$ cat src/rtl/nios_pio_gen.sv
// Avalon-MM PIO: output register with set/clear, direction, synchronised inputs, edge capture, IRQ.
// Optional NIOS_PIO_GEN_BITCLR_EN: EDGE writes clear only the bits written as 1 (w1c).
module nios_pio_gen #(
  parameter int          WIDTH       = 32,
  parameter logic [31:0] RESET_VALUE = 32'h0,
  parameter logic [31:0] DIR_RESET   = 32'h0,
  parameter int          SYNC_STAGES = 2,
  parameter int          EDGE_TYPE   = 0,
  parameter int          IRQ_TYPE    = 0
) (
  input  logic             clk,
  input  logic             reset,
  input  logic [2:0]       address,
  input  logic             chipselect,
  input  logic             write_n,
  input  logic             read_n,
  input  logic [31:0]      writedata,
  output logic [31:0]      readdata,
  input  logic [WIDTH-1:0] in_port,
  output logic [WIDTH-1:0] out_port,
  output logic [WIDTH-1:0] oe,
  output logic             irq
);

  localparam logic [2:0] A_DATA = 3'd0, A_DIR = 3'd1, A_MASK = 3'd2, A_EDGE = 3'd3,
                         A_OSET = 3'd4, A_OCLR = 3'd5;

  logic [WIDTH-1:0] data_q, data_d, dir_q, dir_d, mask_q, mask_d;
  logic [WIDTH-1:0] edge_q, edge_d, prev_q, prev_d;
  logic [SYNC_STAGES-1:0][WIDTH-1:0] sync_q, sync_d;
  logic [31:0] rdata_q, rdata_d, rd_word;
  logic [WIDTH-1:0] wd, in_sync, edge_det, clr_mask, irq_src;
  logic wr, rd;
  logic unused_wd;

  assign wr        = chipselect & ~write_n;
  assign rd        = chipselect & ~read_n;
  assign wd        = writedata[WIDTH-1:0];
  assign unused_wd = ^writedata;
  assign in_sync   = sync_q[SYNC_STAGES-1];

  always_comb begin
    sync_d    = '0;
    sync_d[0] = in_port;
    for (int i = 1; i < SYNC_STAGES; i++) sync_d[i] = sync_q[i-1];
    prev_d = in_sync;
  end

  always_comb begin
    edge_det = '0;
    case (EDGE_TYPE)
      0:       edge_det = in_sync & ~prev_q;
      1:       edge_det = ~in_sync & prev_q;
      default: edge_det = in_sync ^ prev_q;
    endcase
  end

  always_comb begin
    clr_mask = '0;
    if (wr && address == A_EDGE) begin
`ifdef NIOS_PIO_GEN_BITCLR_EN
      clr_mask = wd;
`else
      clr_mask = '1;
`endif
    end
    // A fresh edge wins over a clear in the same cycle so no event is lost.
    edge_d = (edge_q & ~clr_mask) | edge_det;
  end

  always_comb begin
    data_d = data_q;
    dir_d  = dir_q;
    mask_d = mask_q;
    if (wr) begin
      case (address)
        A_DATA:  data_d = wd;
        A_DIR:   dir_d  = wd;
        A_MASK:  mask_d = wd;
        A_OSET:  data_d = data_q | wd;
        A_OCLR:  data_d = data_q & ~wd;
        default: ;
      endcase
    end
  end

  // Read mux uses pre-write register values, so a simultaneous write is not visible.
  always_comb begin
    rd_word = '0;
    case (address)
      A_DATA:  rd_word[WIDTH-1:0] = (dir_q & data_q) | (~dir_q & in_sync);
      A_DIR:   rd_word[WIDTH-1:0] = dir_q;
      A_MASK:  rd_word[WIDTH-1:0] = mask_q;
      A_EDGE:  rd_word[WIDTH-1:0] = edge_q;
      default: ;
    endcase
    rdata_d = rd ? rd_word : rdata_q;
  end

  always_ff @(posedge clk) begin
    if (reset) begin
      data_q  <= RESET_VALUE[WIDTH-1:0];
      dir_q   <= DIR_RESET[WIDTH-1:0];
      mask_q  <= '0;
      edge_q  <= '0;
      prev_q  <= '0;
      sync_q  <= '0;
      rdata_q <= '0;
    end else begin
      data_q  <= data_d;
      dir_q   <= dir_d;
      mask_q  <= mask_d;
      edge_q  <= edge_d;
      prev_q  <= prev_d;
      sync_q  <= sync_d;
      rdata_q <= rdata_d;
    end
  end

  assign irq_src  = (IRQ_TYPE == 1) ? in_sync : edge_q;
  assign irq      = |(irq_src & mask_q);
  assign readdata = rdata_q;
  assign out_port = data_q;
  assign oe       = dir_q;

endmodule

$ cat config.mk
export PLATFORM = sky130hd
export DESIGN_NAME = nios_pio_gen
export DESIGN_NICKNAME = d
export VERILOG_FILES = /design/src/rtl/nios_pio_gen.sv
export SDC_FILE = /design/constraint.sdc
export NUM_CORES = 1
export LEC_CHECK = 0
export CAP_MARGIN = 5
export CORE_MARGIN = 2
export CORE_UTILIZATION = 35
export DETAILED_ROUTE_END_ITERATION = 8
export GPL_TIMING_DRIVEN = 0
export PLACE_DENSITY = 0.62
export SLEW_MARGIN = 20
export SYNTH_ARGS = -nofsm -noshare
export SYNTH_HDL_FRONTEND = slang
export SYNTH_SLANG_ARGS = --single-unit
$ cat constraint.sdc
create_clock -name clk -period 2.55 [get_ports clk]
set_input_delay 0.3825 -clock clk [delete_from_list [all_inputs] [get_ports clk]]
set_output_delay 0.3825 -clock clk [all_outputs]
set_load 0.1 [all_outputs]
run_1/gates.png
Scale bar: 50 microns.
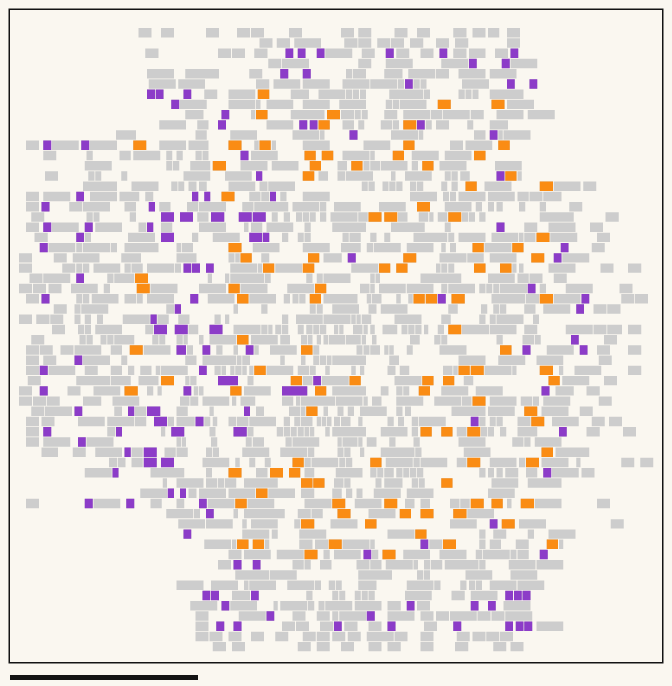
- orange: non-inverting ao/oa cells (cells 112; most used a22o_1)
- purple: nor cells (cells 134; most used nor2b_1; where widely spread)

run_1/layers.png
Scale bar: 50 microns.
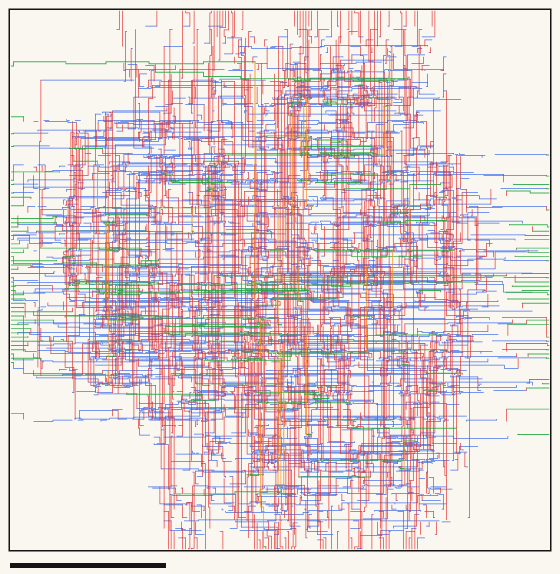
- orange: M4 (wire length 780 microns)
- red: M2 (wire length 16100 microns)
- green: M3 (wire length 3010 microns)
- blue: M1 (wire length 15400 microns)

run_1/congestion_map.png
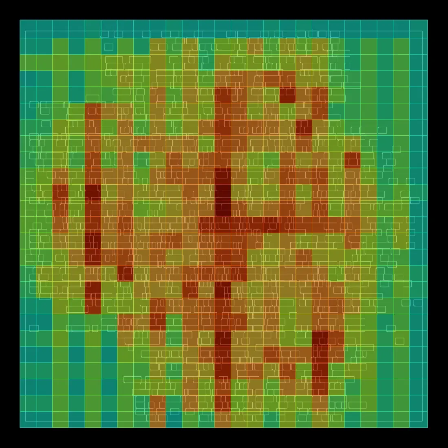
global routing usage on met3: 0.04890
detail-routed net length per standard cell: 22.05 microns
Overall Global Routing Usage: 0.2240
layer with the highest usage after global routing: met2
met2 Resource Use GR: 0.3662

==> Flow_metrics.wiki, run 1 <==
=== Synthesis and place and route ===
{| class="wikitable"
! Metric !! Value
|-
| Result of the run || complete, no violations
|-
| Maximum clock path buffer count || 3
|-
| Worst voltage drop across the vdd grid || roughly 0.5 mV
|-
| Dominant comb cell || AND-OR/OR-AND gates
|-
| Final period util || 0.9814
|-
| TritonCTS clock tree || built
|-
| Fraction of power consumed by the clock network || 0.453
|-
| Final hold violations || 0
|-
| Dominant flop cell || dfxtp_1
|-
| Synth warnings || 0
|-
| OpenROAD warnings || 26
|-
| Via count of the first global-routing pass || 8575
|-
| Most area-hungry cell type in the Yosys netlist || dfxtp_1
|-
| Maximum fanout count along the critical path || 3
|-
| Met3 routed wirelength || 3006 microns
|-
| Top cells by area in the synthesized netlist || dfxtp_1 51%, nor2b_1 6.1%, a22o_1 5.6%
|-
| Number of levels in the clock H-tree || 1
|-
| Critical Path AT || 2.12 ns
|-
| Share of the synthesized area in the top cell type || 0.5107
|-
| Peak Freq || 399.6 MHz
|-
| Met2 routed wirelength || between 15000 and 20000 microns
|}
==> run 1: cell type report <==
| cell class | instances | area share |
|---|---|---|
| sequential | 256 | 0.3885 |
| multi-input combinational | 613 | 0.3285 |
| timing repair buffer | 168 | 0.1279 |
| clock buffer | 43 | 0.06735 |
| tap | 378 | 0.03586 |
| buffer | 101 | 0.03519 |
| inverter | 34 | 0.009676 |
| clock inverter | 7 | 0.007020 |
==> run 1: cells in the mapped netlist (8+ instances only) <==
| cell type | count |
|---|---|
| a32o_1 | 16 |
| a31oi_1 | 16 |
| o21ai_1 | 17 |
| a2111oi_1 | 18 |
| a221o_1 | 32 |
| a22oi_1 | 16 |
| buf_2 | 24 |
| a2111oi_2 | 12 |
| or3b_1 | 32 |
| buf_4 | 8 |
| nor4bb_1 | 16 |
| o211ai_1 | 16 |
| o21ai_0 | 79 |
| clkbuf_1 | 60 |
| a21oi_1 | 65 |
| nor3_1 | 16 |
| dfxtp_1 | 256 |
| nand3_1 | 64 |
| a2111oi_0 | 18 |
| a22o_1 | 64 |
| nor2b_1 | 98 |
| inv_1 | 34 |
==> run 1: final timing paths <==
kind                   to  slack [ns]  cells past startpoint
min            sync_d[58]        0.39                      2
max          out_port[31]        0.05                      1
min reg2reg    in_sync[8]        0.43                      1
max reg2reg  readdata[31]        1.19                      3
==> run 1: stage by stage <==
step	std cells	total power [mW]	util	setup WS [ns]
6_report	1600	9.297	0.4709	0.04738
5_1_grt	1600	9.550	0.4709	0.02086
4_1_cts	1600	9.322	0.4705	0.006107
3_5_place_dp	1550	5.159	0.4352	-0.2035
3_3_place_gp	1550	5.151	0.4352	-0.2191
2_1_floorplan	1004	4.758	-	0.6394
==> run 1: logic make-up after synthesis <==
family | Yosys count
simple gates | 242
buf+inv | 135
compound gates | 370
xor+xnor | 1
flops | 256
==> inputs of run 2 (changes only) <==
MAX_ROUTING_LAYER = met4   (was default)
run_2/clock_wires.png
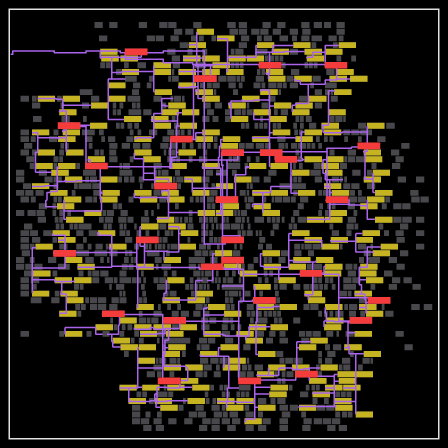
- purple: clock wires (length 3060 microns)
- red: clock-net drivers (count 28)
- yellow: flip-flops (count 256)
- flops lie: widely spread

==> run 2 against run 1 <==
- combinational power barely moved
- utilization unchanged
- sequential power about the same
- clock power about the same
- clock skew is 0.0023 ns lower
- wire length about the same
- clock-buffer cell count did not move
- die size unchanged
- first-iteration DRC count down 4.8%
- global-route usage rose by 0.70 points
- synthesized cell count unchanged
- largest power group unchanged
==> Flow_metrics.wiki, run 2 <==
=== Synthesis and place and route ===
{| class="wikitable"
! Metric !! Value
|-
| Post-synthesis async set-or-reset flop share || 0
|-
| Result of the run || complete, no violations
|-
| Maximum clock path buffer count || 3 (unchanged)
|-
| Share of the synthesized area in the top cell type || 0.5107 (unchanged)
|-
| Worst voltage drop across the vdd grid || 0.4796 mV (-1.4%)
|-
| Most frequent cell after synthesis || dfxtp_1
|-
| Syn Inst Count || about 1000
|-
| Critical Path AT || 2.11 ns (about the same)
|-
| Top cells by area in the synthesized netlist || dfxtp_1 51%, nor2b_1 6.1%, a22o_1 5.6%
|-
| Int Power || approximately 7 mW
|-
| OpenROAD warnings || 26 (unchanged)
|-
| Top power group || the clock network
|-
| Synth warnings || 0 (unchanged)
|-
| Minimum setup slack among reg-to-reg paths || 1.19 ns (about the same)
|-
| Root buf cell || clkbuf_16
|-
| Fraction of power consumed by the clock network || 0.453 (about the same)
|-
| Maximum fanout count along the critical path || 3 (unchanged)
|-
| Tot Pwr || 9.304 mW (about the same)
|-
| Overall Global Routing Usage || 0.2310 (+0.006986)
|-
| Detail-routed net length per standard cell || 22.05 microns (about the same)
|-
| Dominant flop cell || dfxtp_1
|-
| Peak Freq || 400.6 MHz (+0.26%)
|-
| Util after Layout || 0.4709 (unchanged)
|-
| Fin worst setup slack || 0.05377 ns (+0.006388 ns)
|-
| Via count of the first global-routing pass || 8555 (-0.23%)
|-
| Commonest cells post-synth || 256 x dfxtp_1, 98 x nor2b_1, 79 x o21ai_0
|-
| Final hold violations || 0 (unchanged)
|-
| Final period util || 0.9789 (-0.002505)
|-
| Number of levels in the clock H-tree || 1 (unchanged)
|-
| Cell Chain, Critical Path || clkdlybuf4s50_1
|-
| Top logic cells by instance count in the layout || 256 x dfxtp_1, 164 x clkdlybuf4s50_1, 98 x nor2b_1
|-
| Number of primary I/O pins || 169
|}
-- run 2: cell counts after synthesis --
No cell type changed its count.
-- run 2: layer usage --
layer / global-route usage / wire (microns) / vias to the layer above
met5: - / 0 / -
met4: 0.05438 / 692 / 0
met3: 0.04474 / 2864 / 49
met2: 0.3672 / 16270 / 430
met1: 0.3035 / 15450 / 4290
li1: - / - / 4174
-- run 2: stage by stage --
| stage | hold WS, ns | instances | setup TNS, ns |
|---|---|---|---|
| floorplan | 0.4138 | 1004 | 0 |
| global placement | 0.4174 | 1550 | -4.179 |
| detailed placement | 0.4212 | 1550 | -6.931 |
| CTS | 0.3808 | 1600 | 0 |
| global route | 0.3914 | 1600 | 0 |
| finish | 0.3933 | 1600 | 0 |
-- run 2: final timing paths --
path	startpoint	endpoint	cells after the start
max	out_port[11]	out_port[11]	1
min	in_port[5]	sync_d[37]	2
max reg2reg	in_sync[31]	readdata[31]	3
min reg2reg	sync_d[40]	in_sync[8]	1
-- run 2: timing repair --
action                                  4_1_cts  5_1_grt
endpoints found under the setup margin        2        3
hold endpoints to repair                      0        0
hold buffers                                  0        0
pin swaps                                     0        0
gates resized                                 9        4
-- run 2: logic make-up after synthesis --
| group | after synthesis | share of synthesized area |
|---|---|---|
| flops | 256 | 0.5107 |
| simple gates | 242 | 0.1591 |
| compound gates | 370 | 0.2704 |
| buf+inv | 135 | 0.05897 |
| xor+xnor | 1 | 0.0008729 |
-- run 2: final cells by class --
class,count,area (sq um),share of cell area
Tap cell,378,473.0,0.03586
Clock buffer,43,888.4,0.06735
Inverter,34,127.6,0.009676
Sequential cell,256,5125,0.3885
Clock inverter,7,92.59,0.007020
Multi-Input combinational cell,613,4333,0.3285
Buffer,101,464.2,0.03519
Timing Repair Buffer,168,1687,0.1279
Power is estimated from default activity; no workload was simulated.
